===== src/rtl/sensor_scan_sequencer.sv =====
// Periodic multi-channel sensor scanner: every scan period it walks the enabled
// channels in ascending order, runs the initiate/ready handshake on each one and
// streams one checksummed frame per channel to a byte-wide valid/ready sink.
module sensor_scan_sequencer #(
  parameter int         NUM_SENSORS    = 4,
  parameter int         DATA_WIDTH     = 16,
  parameter int         PERIOD_CYCLES  = 50_000_000,
  parameter int         TIMEOUT_CYCLES = 1_000_000,
  parameter logic [7:0] SYNC_BYTE      = 8'hA5
) (
  input  logic                              clk,
  input  logic                              reset,
  input  logic                              enable,
  input  logic [NUM_SENSORS-1:0]            sensor_mask,
  output logic [NUM_SENSORS-1:0]            sensor_initiate,
  input  logic [NUM_SENSORS-1:0]            sensor_ready,
  input  logic [NUM_SENSORS*DATA_WIDTH-1:0] sensor_data,
  output logic [7:0]                        tx_data,
  output logic                              tx_valid,
  input  logic                              tx_ready,
  output logic                              busy,
  output logic [3:0]                        current_sensor,
  output logic                              overrun,
  output logic [7:0]                        timeout_count
);

  localparam int NB    = (DATA_WIDTH + 7) / 8;
  localparam int EXT_W = NB * 8;
  localparam int PW    = (PERIOD_CYCLES > 1) ? $clog2(PERIOD_CYCLES) : 1;
  localparam int TW    = $clog2(TIMEOUT_CYCLES + 1);
  localparam logic [PW-1:0] PERIOD_LAST  = PW'(PERIOD_CYCLES - 1);
  localparam logic [TW-1:0] TIMEOUT_LAST = TW'(TIMEOUT_CYCLES - 1);
  localparam logic [2:0]    LAST_BYTE    = 3'(NB + 2);

  typedef enum logic [2:0] {IDLE, REQUEST, WAIT_BUSY, WAIT_DONE, SEND, NEXT} state_t;

  state_t                  state_q, state_d;
  logic [PW-1:0]           period_q, period_d;
  logic [TW-1:0]           tmo_q, tmo_d;
  logic [NUM_SENSORS-1:0]  mask_q, mask_d;
  logic [3:0]              idx_q, idx_d;
  logic [DATA_WIDTH-1:0]   data_q, data_d;
  logic                    status_q, status_d;
  logic [7:0]              tcount_q, tcount_d;
  logic [2:0]              byte_q, byte_d;
  logic                    tx_valid_q, tx_valid_d;
  logic [7:0]              tx_data_q, tx_data_d;

  logic                    tick;
  logic                    ready_sel;
  logic [DATA_WIDTH-1:0]   data_sel;
  logic [3:0]              first_idx;
  logic [3:0]              next_idx;
  logic                    next_found;
  logic                    start_pulse;
  logic                    do_timeout;
  logic [EXT_W-1:0]        data_ext;
  logic [7:0]              status_byte;
  logic [7:0]              checksum;
  logic [2:0]              byte_sel;
  logic [7:0]              frame_byte;

  assign tick           = (period_q == PERIOD_LAST);
  assign busy           = (state_q != IDLE);
  assign overrun        = tick & busy;
  assign current_sensor = idx_q;
  assign timeout_count  = tcount_q;
  assign tx_valid       = tx_valid_q;
  assign tx_data        = tx_data_q;

  // Select the serviced channel's ready/data and find the first and next enabled channels.
  always_comb begin
    ready_sel  = 1'b0;
    data_sel   = '0;
    first_idx  = '0;
    next_idx   = '0;
    next_found = 1'b0;
    for (int i = NUM_SENSORS - 1; i >= 0; i--) begin
      if (idx_q == 4'(i)) begin
        ready_sel = sensor_ready[i];
        data_sel  = sensor_data[i*DATA_WIDTH +: DATA_WIDTH];
      end
      if (sensor_mask[i]) first_idx = 4'(i);
      if (mask_q[i] && (4'(i) > idx_q)) begin
        next_idx   = 4'(i);
        next_found = 1'b1;
      end
    end
  end

  // Build the frame byte to present next: the current index before the first
  // transfer, otherwise the one after the byte currently on the bus.
  always_comb begin
    data_ext    = EXT_W'(data_q);
    status_byte = {status_q, 3'b000, idx_q};
    checksum    = status_byte;
    for (int j = 0; j < NB; j++) checksum = checksum ^ data_ext[j*8 +: 8];
    byte_sel   = tx_valid_q ? (byte_q + 3'd1) : byte_q;
    frame_byte = 8'h00;
    if (byte_sel == 3'd0) begin
      frame_byte = SYNC_BYTE;
    end else if (byte_sel == 3'd1) begin
      frame_byte = status_byte;
    end else if (byte_sel == LAST_BYTE) begin
      frame_byte = checksum;
    end else begin
      for (int j = 0; j < NB; j++) begin
        if (byte_sel == 3'(j + 2)) frame_byte = data_ext[(NB-1-j)*8 +: 8];
      end
    end
  end

  // Next-state logic for the scan FSM, the conversion timeout and the byte stream.
  always_comb begin
    state_d     = state_q;
    period_d    = tick ? '0 : period_q + PW'(1);
    tmo_d       = tmo_q;
    mask_d      = mask_q;
    idx_d       = idx_q;
    data_d      = data_q;
    status_d    = status_q;
    tcount_d    = tcount_q;
    byte_d      = byte_q;
    tx_valid_d  = tx_valid_q;
    tx_data_d   = tx_data_q;
    start_pulse = 1'b0;
    do_timeout  = 1'b0;
    case (state_q)
      IDLE: begin
        if (tick && enable) begin
          mask_d = sensor_mask;
          if (|sensor_mask) begin
            idx_d   = first_idx;
            tmo_d   = '0;
            state_d = REQUEST;
          end
        end
      end
      REQUEST: begin
        tmo_d = tmo_q + TW'(1);
        if (tmo_q == TIMEOUT_LAST) begin
          do_timeout = 1'b1;
        end else if (ready_sel) begin
          start_pulse = 1'b1;
          state_d     = WAIT_BUSY;
        end
      end
      WAIT_BUSY: begin
        tmo_d = tmo_q + TW'(1);
        if (tmo_q == TIMEOUT_LAST) begin
          do_timeout = 1'b1;
        end else if (!ready_sel) begin
          state_d = WAIT_DONE;
        end
      end
      WAIT_DONE: begin
        tmo_d = tmo_q + TW'(1);
        if (ready_sel) begin
          data_d   = data_sel;
          status_d = 1'b0;
          byte_d   = '0;
          state_d  = SEND;
        end else if (tmo_q == TIMEOUT_LAST) begin
          do_timeout = 1'b1;
        end
      end
      SEND: begin
        if (!tx_valid_q) begin
          tx_valid_d = 1'b1;
          tx_data_d  = frame_byte;
        end else if (tx_ready) begin
          if (byte_q == LAST_BYTE) begin
            tx_valid_d = 1'b0;
            state_d    = NEXT;
          end else begin
            byte_d    = byte_q + 3'd1;
            tx_data_d = frame_byte;
          end
        end
      end
      NEXT: begin
        if (next_found) begin
          idx_d   = next_idx;
          tmo_d   = '0;
          state_d = REQUEST;
        end else begin
          idx_d   = '0;
          state_d = IDLE;
        end
      end
      default: state_d = IDLE;
    endcase
    if (do_timeout) begin
      data_d   = '0;
      status_d = 1'b1;
      tcount_d = (tcount_q != 8'hFF) ? tcount_q + 8'd1 : tcount_q;
      byte_d   = '0;
      state_d  = SEND;
    end
  end

  // Initiate strobe goes only to the channel being serviced.
  always_comb begin
    sensor_initiate = '0;
    for (int i = 0; i < NUM_SENSORS; i++) begin
      sensor_initiate[i] = start_pulse && (idx_q == 4'(i));
    end
  end

  // State registers; reset clears everything including the stream valid.
  always_ff @(posedge clk or negedge reset) begin
    if (!reset) begin
      state_q    <= IDLE;
      period_q   <= '0;
      tmo_q      <= '0;
      mask_q     <= '0;
      idx_q      <= '0;
      data_q     <= '0;
      status_q   <= 1'b0;
      tcount_q   <= '0;
      byte_q     <= '0;
      tx_valid_q <= 1'b0;
      tx_data_q  <= '0;
    end else begin
      state_q    <= state_d;
      period_q   <= period_d;
      tmo_q      <= tmo_d;
      mask_q     <= mask_d;
      idx_q      <= idx_d;
      data_q     <= data_d;
      status_q   <= status_d;
      tcount_q   <= tcount_d;
      byte_q     <= byte_d;
      tx_valid_q <= tx_valid_d;
      tx_data_q  <= tx_data_d;
    end
  end

endmodule


===== config.mk =====
export PLATFORM = sky130hd
export DESIGN_NAME = sensor_scan_sequencer
export DESIGN_NICKNAME = d
export VERILOG_FILES = /design/src/rtl/sensor_scan_sequencer.sv
export SDC_FILE = /design/constraint.sdc
export NUM_CORES = 1
export LEC_CHECK = 0
export CORE_AREA = 8 8 111 113
export DETAILED_ROUTE_END_ITERATION = 10
export DIE_AREA = 0 0 119 121
export PLACE_DENSITY_LB_ADDON = 0.3
export SLEW_MARGIN = 25
export SYNTH_ARGS = -nofsm -noshare
export SYNTH_HDL_FRONTEND = slang
export SYNTH_SLANG_ARGS = --single-unit

===== constraint.sdc =====
create_clock -name clk -period 2.6 [get_ports clk]
set_input_delay 0.52 -clock clk [delete_from_list [all_inputs] [get_ports clk]]
set_output_delay 0.52 -clock clk [all_outputs]
set_load 0.05 [all_outputs]

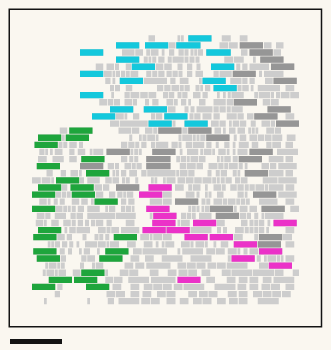
(sequential cells coloured by netlist name)
Scale bar: 20 um.
| colour | netlist name | flops |
|---|---|---|
| magenta | data_ext | 16 |
| green | period_q | 26 |
| cyan | tmo_q | 20 |
Seq. pwr: 1.41 mW
Flop area: 2282 um^2
Seq/total area: 0.3144
Layout Utilization: 0.6846

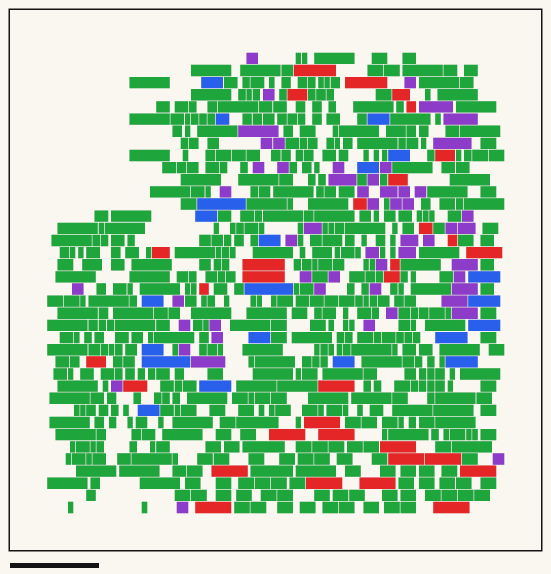
(cells by drive strength)
Scale bar: 20 um.
| colour | size | cells | share | most used |
|---|---|---|---|---|
| green | _0 and _1 cells | 582 | 84% | clkdlybuf4s50_1 |
| blue | _6 and larger | 21 | 3.0% | clkbuf_8 |
| red | _2 cells | 32 | 4.6% | mux4_2 |
| purple | _3 and _4 cells | 54 | 7.8% | buf_4 |

==> reports/results.txt <==
status: complete, but fails checks
failing checks: setup timing
Max FO, Critical Path: 4
DR WL/cell: 18.31 um
Logic cell area: 3172 um^2
Synth cell types: 66
Synth async-reset ratio: 1.000
cts bufs inserted: 9
HPWL Detailed: 11.32 mm
leak pwr: 3.083 nW
final worst slack: -0.06206 ns
Core ar.: 10600 um^2
crit path DRT: 2.08 ns
Port Buffers: 100
Hold Fails Final Rpt: 0
Core Rows: 38
Worst VDD drop: 0.3130 mV
clock skew: 0.01508 ns
chip area in the Yosys report: 5498 um^2
Synth Register Bits: 91
# IOs: 103
Final Max-Slew Violation Tally: 0
DR vias: 5024
unrepaired setup endpoints after global routing: yes
Tot GR Track Use: 0.2098
Remaining DRCs: 0
WL final: 15.18 mm
H-Tree Depth: 3
Post-layout nets: 765
Antenna Nets Post-Route: 0
Synth Cell Area: 5498 um^2
Die H: 121 um
initial antenna violation count: 0
post-synth top area share: 0.4142
GPL Wtd Cong: 0.8537
Post-Syn Instances: 566
Final period util: 1.024
vias in the first global route: 4890
Setup CP Type: reg2out
Hold Crit Class: in2async
chip area: 14400 um^2
WP data arrival: 2.14 ns
first-pass GRT wire length: 24.72 mm
grt ovf: 0
Max Freq: 375.6 MHz
final instance area: 7258 um^2
Post-synth seq share: 0.4142
tool warnings: 30
ys cells: 566
top cells by area: dfrtp_1 (41%), mux4_2 (5.7%), nor2_1 (3.8%), mux2i_1 (3.3%), nand2_1 (3.1%)
# diodes: 0
# setup viols final: 5
startpoint types: flop
Final Hold Slack: 0.1356 ns
Die Span X: 119 um
dpl ws: -0.1765 ns
placed instance area: 6862 um^2
Slew HR: 0.5286
CTS Sinks: 91
largest net degree at the start of global routing: 46
Fillers: 798
Worst-path clk slew: 0.10 ns
Synth area leader: dfrtp_1
flip-flops with a built-in enable: 0
Syn Area/Cell: 9.713 um^2
Area growth syn-to-layout: 32.02%
layout cell share with drive strength beyond 1: 0.1553
Insertion Delay late pin: 0.37 ns
drt first pass iters: 5
CTS tree: built
max-cap violation count: 0
Root Buffer: clkbuf_8
Ys Warns: 0
Crit. End Element: output pin
pwr dens: 386.1 nW/um^2
setup_tns: -0.2658 ns
post-cts hold-fix buffer tally: 0
most frequent cells in the layout: clkdlybuf4s50_1 (88), dfrtp_1 (87), nor2_1 (53)
ys flop type: dfrtp_1
Worst Tran Pin Value: 0.7017 ns
iteration-0 DRC count of the detailed router: 379
clock period minus worst slack: 2.662 ns
most numerous logic cell after layout: clkdlybuf4s50_1
Via density: 6.060
Longest Clk Path Bufs: 2
Initial Utilization: 0.5185
-- through the flow --
stage | cells | utilization | power, mW
after floorplan | 567 | - | 1.477
after global placement | 806 | 0.6472 | 1.624
after detailed placement | 806 | 0.6472 | 1.629
after CTS | 829 | 0.6809 | 2.825
after global routing | 829 | 0.6846 | 2.892
final | 829 | 0.6846 | 2.802
-- report_power, final --
part	switching (mW)	internal (mW)	leakage, nW
Clock	0.508	0.696	0.130
Combinational	0.0628	0.122	1.82
Sequential	0	1.41	1.13
Total	0.571	2.23	3.08
-- per-layer routing --
layer | wire length [um] | up-vias | global-route usage
li1 | - | 2356 | -
met1 | 6328 | 2484 | 0.2598
met2 | 7692 | 157 | 0.3562
met3 | 875 | 27 | 0.04886
met4 | 281 | 0 | 0.06561
met5 | 0 | - | 0
-- sequential cells by signal (all words and copies together) (netlist names) --
name / cells
tmo_q: 20
state_q: 3
tx_data: 8
tx_valid: 1
byte_q: 3
current_sensor: 2
mask_q: 3
status_q: 1
data_ext: 16
period_q: 26
timeout_count: 8
-- area by class of cell --
type | count | share of cell area
Inverter | 13 | 0.006723
Clock inverter | 5 | 0.01483
Clock buffer | 11 | 0.02086
Tap cell | 140 | 0.02413
Sequential cell | 91 | 0.3144
Timing Repair Buffer | 136 | 0.1820
Multi-Input combinational cell | 433 | 0.4370
-- final timing paths --
check / from / slack, ns / depth (start not counted) / end
max reg2reg: tmo_q[11] / 0.15 / 6 / timeout_count[1]
min reg2reg: period_q[6] / 0.50 / 1 / period_q[6]
max: current_sensor[0] / -0.06 / 5 / sensor_initiate[3]
min in group clk: period_q[6] / 0.50 / 1 / period_q[6]
max in group asynchronous: reset / 1.84 / 2 / period_q[3]
min: reset / 0.14 / 1 / data_ext[5]
-- synthesized netlist by cell type, types with 4 or more instances --
master    count
dfrtp_1      91
nor2_1       55
nand2_1      45
a21oi_1      30
nand3_1      26
o21ai_0      26
clkbuf_1     22
mux2i_1      18
nor3_1       18
xnor2_1      17
and3_1       16
xor2_1       16
mux4_2       14
inv_1        13
nor4_1       13
a31oi_1      12
nand4_1      11
a211oi_1     10
and2_1        7
and4_1        7
a211o_1       5
a41oi_1       5
ha_1          5
a21o_1        4
nand2b_1      4
nor3b_1       4
o21a_1        4
or4_1         4
-- critical path, stage by stage (launching register included) --
cell and delay (ns):
dfrtp_2 0.44, mux4_2 0.37, nand2_2 0.06, or4_4 0.56, nor3_4 0.18, buf_12 0.16
-- cells by family after synthesis --
| logic type | count (synthesis) | share of synthesized area |
|---|---|---|
| and+or+nand+nor | 232 | 0.2301 |
| DFF | 91 | 0.4142 |
| buffers and inverters | 43 | 0.03391 |
| AOI/OAI and AO/OA | 124 | 0.1486 |
| adders and majority gates | 5 | 0.01138 |
| other | 1 | 0.0006821 |
| xor gates and xnor gates | 33 | 0.05257 |
| muxes | 37 | 0.1086 |
-- timing repair --
| item | 4_1_cts | 5_1_grt |
|---|---|---|
| buffers inserted | 7 | 0 |
| gates resized | 13 | 7 |
| endpoints found under the setup margin | 4 | 10 |
| pin swaps | 6 | 1 |
Power is estimated from default activity; no workload was simulated.
